[config.mk]
export PLATFORM = sky130hd
export DESIGN_NAME = reg_file_wb
export DESIGN_NICKNAME = d
export VERILOG_FILES = /design/src/rtl/reg_file_wb.sv
export SDC_FILE = /design/constraint.sdc
export NUM_CORES = 2
export LEC_CHECK = 0
export CORE_MARGIN = 4
export CORE_UTILIZATION = 40
export DETAILED_ROUTE_END_ITERATION = 16
export PLACE_DENSITY_LB_ADDON = 0.12
export REMOVE_ABC_BUFFERS = 1
export SETUP_SLACK_MARGIN = 0.15
export SYNTH_ARGS = -nofsm -noshare
export SYNTH_HDL_FRONTEND = slang
export SYNTH_SLANG_ARGS = --single-unit
[constraint.sdc]
create_clock -name CLK -period 2.6 [get_ports CLK]
set_input_delay 0.39 -clock CLK [delete_from_list [all_inputs] [get_ports CLK]]
set_output_delay 0.39 -clock CLK [all_outputs]
set_load 0.01 [all_outputs]
[src/rtl/reg_file_wb.sv]
// reg_file_wb: 32-entry register file with a one-entry write staging register.
// Writes are captured into staging on one edge and committed to the array on the
// next. All three read ports forward from staging, so a write is visible right
// after its own edge. WriteData has no path to the read ports, so the
// ALU -> WriteData -> ReadData loop stays broken.
//
// Ports:
//   CLK        system clock, rising edge
//   Reset      asynchronous active-low reset
//   RegWre     write enable for the current write-back
//   WriteReg   destination index (writes to index 0 are dropped)
//   WriteData  write-back value
//   ReadReg1/2 operand indices -> ReadData1/2 (combinational)
//   DbgReg     observation index -> DbgData (combinational)
//   WrCount    committed-write count, saturates at 16'hFFFF
module reg_file_wb #(
   parameter int unsigned DATA_W = 32,
   parameter int unsigned ADDR_W = 5
) (
   input  logic              CLK,
   input  logic              Reset,
   input  logic              RegWre,
   input  logic [ADDR_W-1:0] WriteReg,
   input  logic [DATA_W-1:0] WriteData,
   input  logic [ADDR_W-1:0] ReadReg1,
   input  logic [ADDR_W-1:0] ReadReg2,
   output logic [DATA_W-1:0] ReadData1,
   output logic [DATA_W-1:0] ReadData2,
   input  logic [ADDR_W-1:0] DbgReg,
   output logic [DATA_W-1:0] DbgData,
   output logic [15:0]       WrCount
);

   localparam int unsigned DEPTH = 2 ** ADDR_W;
   localparam int unsigned CNT_W = 16;

   logic [DATA_W-1:0] mem_q [DEPTH];

   logic              stg_v_q,    stg_v_d;
   logic [ADDR_W-1:0] stg_addr_q, stg_addr_d;
   logic [DATA_W-1:0] stg_data_q, stg_data_d;
   logic [CNT_W-1:0]  wr_count_q, wr_count_d;

   // Staging capture and saturating commit counter.
   always_comb begin
      stg_v_d    = 1'b0;
      stg_addr_d = stg_addr_q;
      stg_data_d = stg_data_q;
      wr_count_d = wr_count_q;
      if (RegWre && (WriteReg != '0)) begin
         stg_v_d    = 1'b1;
         stg_addr_d = WriteReg;
         stg_data_d = WriteData;
      end
      if (stg_v_q && (wr_count_q != {CNT_W{1'b1}})) begin
         wr_count_d = wr_count_q + CNT_W'(1);
      end
   end

   // Staging and counter state.
   always_ff @(posedge CLK or negedge Reset) begin
      if (!Reset) begin
         stg_v_q    <= 1'b0;
         stg_addr_q <= '0;
         stg_data_q <= '0;
         wr_count_q <= '0;
      end else begin
         stg_v_q    <= stg_v_d;
         stg_addr_q <= stg_addr_d;
         stg_data_q <= stg_data_d;
         wr_count_q <= wr_count_d;
      end
   end

   // Array commit from staging; a staged write is lost if reset hits first.
   always_ff @(posedge CLK or negedge Reset) begin
      if (!Reset) begin
         for (int i = 0; i < int'(DEPTH); i++) begin
            mem_q[i] <= '0;
         end
      end else if (stg_v_q) begin
         mem_q[stg_addr_q] <= stg_data_q;
      end
   end

   // Read resolution: index 0, then staging, then array.
   function automatic logic [DATA_W-1:0] resolve(input logic [ADDR_W-1:0] idx);
      logic [DATA_W-1:0] val;
      if (idx == '0) begin
         val = '0;
      end else if (stg_v_q && (idx == stg_addr_q)) begin
         val = stg_data_q;
      end else begin
         val = mem_q[idx];
      end
      return val;
   endfunction

   assign ReadData1 = resolve(ReadReg1);
   assign ReadData2 = resolve(ReadReg2);
   assign DbgData   = resolve(DbgReg);
   assign WrCount   = wr_count_q;

endmodule

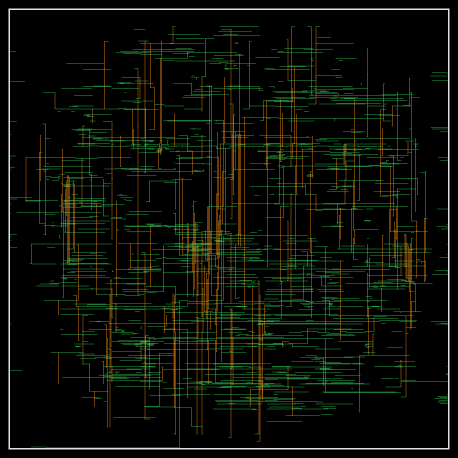
wires.png
Only two layers are drawn.
- metal 4: orange (wire length 13000 um)
- metal 3: green (wire length 21.6 mm)
via count: 50.1k
drt wl/cell: 35.7 um
Detailed Route WL: 276 mm
Total GRT Usage: 31.6%

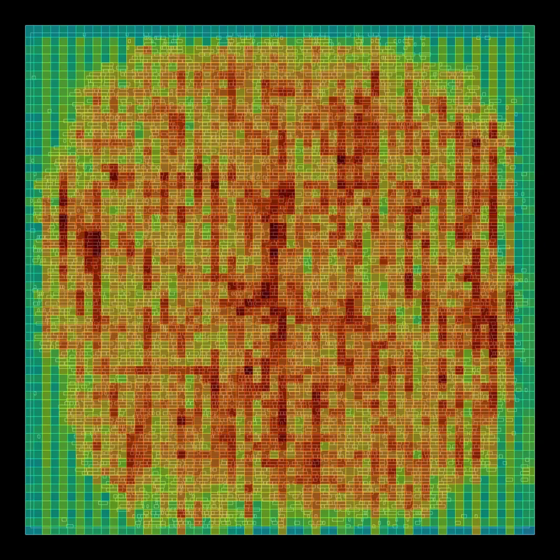
congestion.png
met2 usage: 49.7%
Final Util: 51.4%

==> out/summary.txt <==
outcome -> complete, but fails checks
failing checks -> negative setup slack
synthesized flop and latch total -> 1078
top cells by count, synth -> mux2_2, dfrtp_1, mux4_2, mux2i_1, clkbuf_1
final setup fails -> 96
synth top area cells -> dfrtp_1, mux4_2, mux2_2
CTS tree -> built
most used logic cell in the final layout -> mux2_2
initial antenna violation count -> 5
Post-Synth XOR/XNOR Area -> 0.393%
M1 wire length -> 114 mm
clock buffers -> 195
register area share after synthesis -> 40.4%
Largest register FFs -> 1024
Dominant comb cell -> multiplexers
register area -> 27000 um^2
Worst Max-Slew Pin Slew -> 0.724 ns
Max-area cell share -> 40.4%
Seq group -> 25200 uW
TritonRoute pass-1 iters -> 5
Layout Nets -> 5518
final setup margin -> -0.805 ns
cell type with the largest total area -> dfrtp_1
first-pass GRT wire length -> 394 mm
Cell Area, Placed -> 78200 um^2
GR Overflow Total -> 0
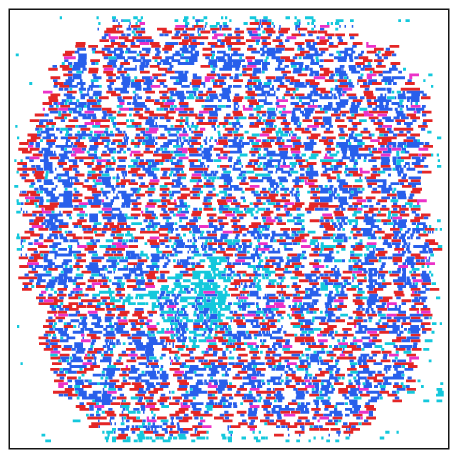
placement_by_type.png
- clock drivers and dummy loads: magenta (cells 230)
- sequential cells: red (cells 1078)
- remaining buffers and delay cells: cyan (cells 1194)
- combinational and other logic: blue (cells 3056)
Final Instance Area: 85200 um^2
Seq/total area: 31.7%
core area: 166000 um^2
# rows: 149

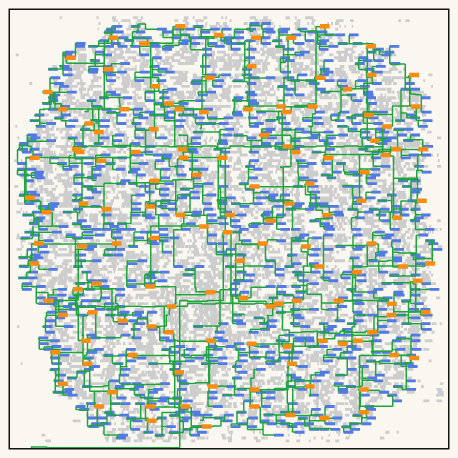
clk_routes.png
- clock drivers: orange (count 132)
- flip-flops: blue (count 1078)
- clock wires: green (length 16600 um)
- flops lie: all over the die
clock skew: 0.0308 ns
Clock Power Share: 28.9%
clk latency late pin: 0.76 ns
clock-net power: 19000 uW

Power figures rest on the tool's default switching activity, not on a simulated workload.
